`src/rtl/led_ctrl_pkg.sv`:
```
// Shared types and constants for the user-controlled LED counter.
// State encoding, speed code and button event bundles live here.
package led_ctrl_pkg;

  localparam int unsigned SPEED_W       = 2;
  localparam int unsigned CLK_FREQ_HZ   = 12_000_000;
  localparam int unsigned DEBOUNCE_20MS = 240_000;

  typedef enum logic [1:0] {
    IDLE  = 2'd0,
    RUN   = 2'd1,
    PAUSE = 2'd2
  } state_t;

  typedef logic [SPEED_W-1:0] speed_t;

  // One bit per button, used for both debounced levels and press pulses
  typedef struct packed {
    logic start;
    logic dir;
    logic speed;
    logic clr;
  } btn_evt_t;

  // Count-step period in cycles: each speed step halves the base period
  function automatic int unsigned speed_period(input int unsigned base, input speed_t speed);
    return base >> speed;
  endfunction

endpackage

```
`src/rtl/btn_debounce.sv`:
```
// Push-button conditioner: 2-FF synchroniser, stability counter, and a
// one-cycle pulse on each accepted rising level.
module btn_debounce
  import led_ctrl_pkg::*;
#(
  parameter int unsigned DEBOUNCE_CYCLES = DEBOUNCE_20MS
) (
  input  logic CLK,
  input  logic RST,
  input  logic BTN_IN,
  output logic LEVEL,
  output logic PRESS
);

  localparam int unsigned CNT_W = $clog2(DEBOUNCE_CYCLES);
  localparam logic [CNT_W-1:0] CNT_LAST = CNT_W'(DEBOUNCE_CYCLES - 1);

  logic             sync_a;
  logic             sync_b;
  logic [CNT_W-1:0] cnt;

  always_ff @(posedge CLK or posedge RST) begin
    if (RST) begin
      sync_a <= 1'b0;
      sync_b <= 1'b0;
    end else begin
      sync_a <= BTN_IN;
      sync_b <= sync_a;
    end
  end

  // Level flips only after DEBOUNCE_CYCLES consecutive disagreeing samples
  always_ff @(posedge CLK or posedge RST) begin
    if (RST) begin
      cnt   <= '0;
      LEVEL <= 1'b0;
      PRESS <= 1'b0;
    end else begin
      PRESS <= 1'b0;
      if (sync_b == LEVEL) begin
        cnt <= '0;
      end else if (cnt == CNT_LAST) begin
        cnt   <= '0;
        LEVEL <= sync_b;
        PRESS <= sync_b;
      end else begin
        cnt <= cnt + CNT_W'(1);
      end
    end
  end

endmodule

```
`src/rtl/led_counter_controller.sv`:
```
// Run/pause/direction/speed controller for the 8-bit LED counter: four
// debounced buttons drive an FSM, a speed-scaled prescaler and the count.
module led_counter_controller
  import led_ctrl_pkg::*;
#(
  parameter int unsigned CLK_FREQ        = CLK_FREQ_HZ,
  parameter int unsigned TICK_CYCLES     = CLK_FREQ,
  parameter int unsigned DEBOUNCE_CYCLES = DEBOUNCE_20MS,
  parameter int unsigned COUNT_WIDTH     = 8
) (
  input  logic                   CLK,
  input  logic                   RST,
  input  logic                   BTN_START,
  input  logic                   BTN_DIR,
  input  logic                   BTN_SPEED,
  input  logic                   BTN_CLR,
  output logic [COUNT_WIDTH-1:0] LED_OUT,
  output logic                   RUNNING,
  output logic                   DIR_UP,
  output logic [SPEED_W-1:0]     SPEED
);

  localparam int unsigned PRESC_W = $clog2(TICK_CYCLES);

  btn_evt_t press;
  btn_evt_t unused_level;

  btn_debounce #(.DEBOUNCE_CYCLES(DEBOUNCE_CYCLES)) u_deb_start (
    .CLK(CLK), .RST(RST), .BTN_IN(BTN_START), .LEVEL(unused_level.start), .PRESS(press.start)
  );
  btn_debounce #(.DEBOUNCE_CYCLES(DEBOUNCE_CYCLES)) u_deb_dir (
    .CLK(CLK), .RST(RST), .BTN_IN(BTN_DIR), .LEVEL(unused_level.dir), .PRESS(press.dir)
  );
  btn_debounce #(.DEBOUNCE_CYCLES(DEBOUNCE_CYCLES)) u_deb_speed (
    .CLK(CLK), .RST(RST), .BTN_IN(BTN_SPEED), .LEVEL(unused_level.speed), .PRESS(press.speed)
  );
  btn_debounce #(.DEBOUNCE_CYCLES(DEBOUNCE_CYCLES)) u_deb_clr (
    .CLK(CLK), .RST(RST), .BTN_IN(BTN_CLR), .LEVEL(unused_level.clr), .PRESS(press.clr)
  );

  state_t                 state;
  state_t                 state_nxt;
  logic [PRESC_W-1:0]     presc;
  logic [PRESC_W-1:0]     presc_nxt;
  logic [PRESC_W-1:0]     presc_last;
  logic                   tick;
  logic [COUNT_WIDTH-1:0] count_nxt;
  logic                   dir_nxt;
  speed_t                 speed_nxt;
  logic                   running_nxt;

  always_comb begin
    presc_last = PRESC_W'(speed_period(TICK_CYCLES, SPEED) - 1);
    tick       = (state == RUN) && (presc == presc_last);
  end

  always_ff @(posedge CLK or posedge RST) begin
    if (RST) state <= IDLE;
    else     state <= state_nxt;
  end

  // CLR dominates START; START toggles between RUN and PAUSE
  always_comb begin
    state_nxt = state;
    if (press.clr) begin
      state_nxt = IDLE;
    end else if (press.start) begin
      case (state)
        IDLE:    state_nxt = RUN;
        RUN:     state_nxt = PAUSE;
        PAUSE:   state_nxt = RUN;
        default: state_nxt = IDLE;
      endcase
    end
  end

  // Later assignments override earlier ones: tick, then SPEED restart, then CLR
  always_comb begin
    count_nxt   = LED_OUT;
    presc_nxt   = presc;
    dir_nxt     = DIR_UP ^ press.dir;
    speed_nxt   = SPEED + SPEED_W'(press.speed);
    running_nxt = (state_nxt == RUN);

    if (tick) begin
      count_nxt = DIR_UP ? LED_OUT + COUNT_WIDTH'(1) : LED_OUT - COUNT_WIDTH'(1);
    end
    if (state == RUN) begin
      presc_nxt = tick ? '0 : presc + PRESC_W'(1);
    end else if (state == IDLE) begin
      presc_nxt = '0;
    end
    if (press.speed) begin
      presc_nxt = '0;
    end
    if (press.clr) begin
      count_nxt = '0;
      presc_nxt = '0;
    end
  end

  always_ff @(posedge CLK or posedge RST) begin
    if (RST) begin
      presc   <= '0;
      LED_OUT <= '0;
      RUNNING <= 1'b0;
      DIR_UP  <= 1'b1;
      SPEED   <= '0;
    end else begin
      presc   <= presc_nxt;
      LED_OUT <= count_nxt;
      RUNNING <= running_nxt;
      DIR_UP  <= dir_nxt;
      SPEED   <= speed_nxt;
    end
  end

endmodule

```
`config.mk`:
```
export PLATFORM = sky130hd
export DESIGN_NAME = led_counter_controller
export DESIGN_NICKNAME = d
export VERILOG_FILES = /design/src/rtl/led_ctrl_pkg.sv /design/src/rtl/btn_debounce.sv /design/src/rtl/led_counter_controller.sv
export SDC_FILE = /design/constraint.sdc
export NUM_CORES = 1
export LEC_CHECK = 0
export CAP_MARGIN = 20
export CORE_MARGIN = 4
export CORE_UTILIZATION = 35
export DETAILED_ROUTE_END_ITERATION = 6
export PLACE_DENSITY = 0.48
export REMOVE_ABC_BUFFERS = 1
export SLEW_MARGIN = 20
export SYNTH_ARGS = -nofsm -noshare
export SYNTH_HDL_FRONTEND = slang
export SYNTH_SLANG_ARGS = --single-unit
```
`constraint.sdc`:
```
create_clock -name CLK -period 10.6 [get_ports CLK]
set_input_delay 1.06 -clock CLK [delete_from_list [all_inputs] [get_ports CLK]]
set_output_delay 1.06 -clock CLK [all_outputs]
set_load 0.01 [all_outputs]
```
Fig. 1: gate families picked out
Scale: 2 px per µm.
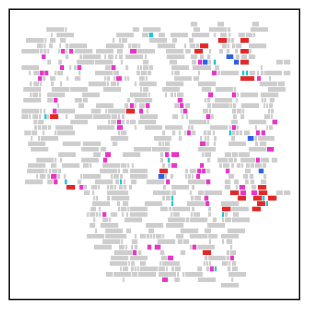
[blue] non-inverting ao/oa cells | cells: 6
[magenta] and/or cells | cells: 64 | where: widely spread
[cyan] inv cells | cells: 15
[red] fa/ha/maj cells | cells: 21

Fig. 2: signal metal coverage by tile
Scale: 2 px per µm. The die is cut into 29 by 29 equal tiles; dark purple is low, yellow is high, scaled to the fullest tile. Values are wire area over tile area, all layers added.
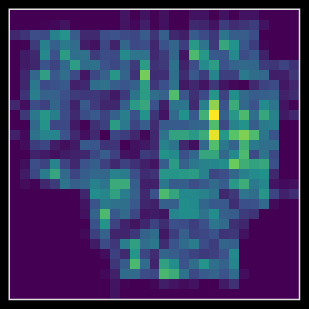
densest ninth of the die: middle right
tiles over half the peak: 8.9%
mean over tiles: 0.096

Fig. 3: signal wires by layer
Scale: 2 px per µm. Two of the layers only.
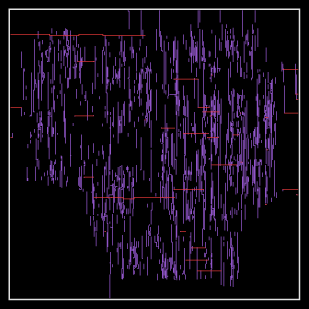
[purple] M2 | wire length: 6200 µm
[red] M3 | wire length: 282 µm

Fig. 4: layout detail
Region (57, 57) to (87, 87) µm. Cells in gray, sequential cells in the stronger gray; small squares are vias.
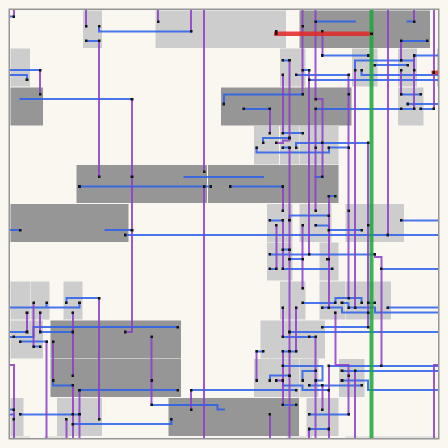
[purple] M2
[green] M4
[red] M3
[blue] M1
netlist names of flops here include: presc (4), u_deb_speed.cnt (2)
cells with their middle in the window: 35
sequential cells in the window: 8
most frequent: dfrtp_1 (8), nor2_1 (4), o21ai_0 (4)

Fig. 5: placed standard cells
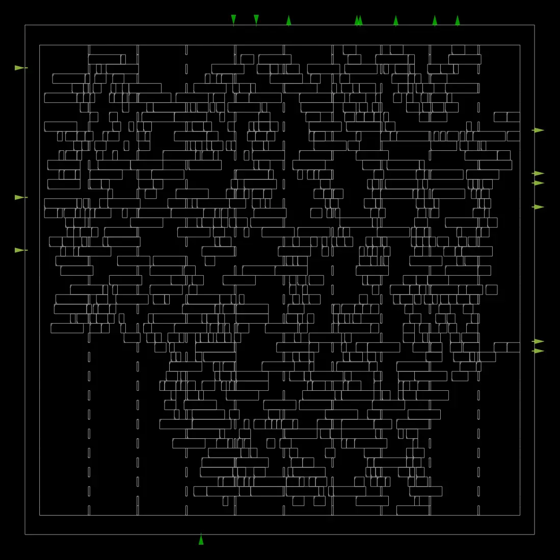
Util after Layout: 0.414
Fillers: 1765
core footprint: 18100 µm²
flop share of the area: 0.420

==> Slide: Implementation Results <==
Key Metrics from the Run

Status
  – Outcome: finished clean

Yosys
  – Yosys stat area: about 6500 µm²
  – Sequential-to-total area share from yosys stat: 0.484
  – Yosys reg bits: 126
  – Number of enable flip-flop cells: 0
  – Synth area leaders: dfrtp_1, xor2_1, nor2_1
  – Simple share: 0.257
  – Post-Synthesis Cells: 663
  – Warnings, synthesis: 0
  – Area share, top type: 0.480
  – Compound Share, Synth: 0.0588

Run
  – Max-Cap Viols: 0
  – Tool warnings: 32

Setup path
  – Critical path buffer and inverter count: 1
  – R2r startpoint: SPEED[1]$_DFF_PP0_
  – Crit path DAT: 3.01 ns
  – Cell family with most CP delay: simple AND/OR/NAND/NOR gates
  – CP max stage cell: dfrtp_1
  – Critical R2R Capture: LED_OUT[7]$_DFFE_PP0P_
  – Worst path cell trace: inv_1 -> ha_1 -> and3_1 -> o2111ai_2 -> nor4_4 -> nand2_2 -> or4_1 -> a21oi_1
  – CP Launch Point: SPEED[1]$_DFF_PP0_
  – Critical path depth in cells: 8
  – Critical path endpoint: LED_OUT[7]$_DFFE_PP0P_

Routing
  – Via count: 4701
  – DRT Pass-1 Iters: 4
  – Final WL: 13000 µm
  – DR vias/cell: a little over 5
  – DR top layer: met4
  – Met3 WL: 281 µm
  – Wire per inst: ~14 µm
  – DR iter-0 viols: approximately 250
  – DRC: 0

Layout
  – MI comb area: 3230 µm²
  – Largest register FFs: 24
  – Comb/total area: 0.431
  – # diodes: 0
  – Design area: 7510 µm²
  – Fin cells: 926
  – Signal buffers share of area: 0.0247
  – MI comb cells: 505
  – Area growth syn-to-layout: 15.3%
  – Top Layout Cells: dfrtp_1, nor2_1, nand2_1

Die
  – Tap cells: 229
  – Die Ht: 144 µm
  – FP Rows: 49
  – Die Size: 20900 µm²
  – I/O pins: 18

Placement
  – HPWL after DPL: 8900 µm
  – Dpl cell area: a little under 7000 µm²
  – Routability cong.: about 0.84
  – Worst slack, placed: about 7.6 ns
  – Placed Cells: 894

Power
  – Net Switching: 233 µW
  – Tot Pwr: approximately 1.1 mW
  – Clock Power: 577 µW
  – Pwr top: clock
  – Power Dens Cells: 145 nW/µm²
  – Logic pwr share: 0.021
  – Switching share of power: 0.213

Global routing
  – Met2 Resource Use GR: 0.219
  – First-pass GRT wire length: 22800 µm
  – Met3 usage: 0.0288
  – Total gr overflow: 0
  – Vias in the first global route: around 4800
  – Busiest grt layer: met2

Final timing
  – Worst-case clock skew: about 0.0067 ns
  – Period utilisation layout: 0.252
  – Worst slew margin: 0.440
  – Setup TNS: 0 ns
  – Final critical-path required period: 2.67 ns

CTS
  – Post-CTS sizing: 0
  – H-tree Lvls: 4
  – Setup Fix Bufs, Post-CTS: 0
  – CTS Root Cell: clkbuf_16
  – CTS tree: built
  – Clock tree buffer depth: 2
  – Latest clock arrival within the worst-skew pair: between 0.4 and 0.5 ns

Min path
  – HP Class: reg -> reg
  – Worst hold start: u_deb_dir.sync_a$_DFF_PP0_
==> synthesized netlist by cell type, types with 2 or more instances <==
cell,count
clkbuf_1,11
nor2_1,93
o21ai_0,12
nand3b_1,2
or3_1,9
nor3_1,12
nor4_1,4
buf_2,5
nor2b_1,2
nor4bb_1,2
nand4_1,21
and4_1,6
nor3_2,3
and4b_1,2
xnor2_1,29
nor4b_1,2
o31ai_1,2
a21oi_1,22
mux2i_1,14
ha_1,20
mux2_2,5
or4_1,2
a21boi_0,3
a31oi_1,3
o21a_1,2
and2_1,8
or2_2,3
nor3b_1,7
inv_1,15
dfrtp_1,125
xor2_1,51
a22o_1,2
and3b_1,6
nand2_1,67
nand3_1,42
and3_1,23
o22ai_1,6
Power figures rest on the tool's default switching activity, not on a simulated workload.
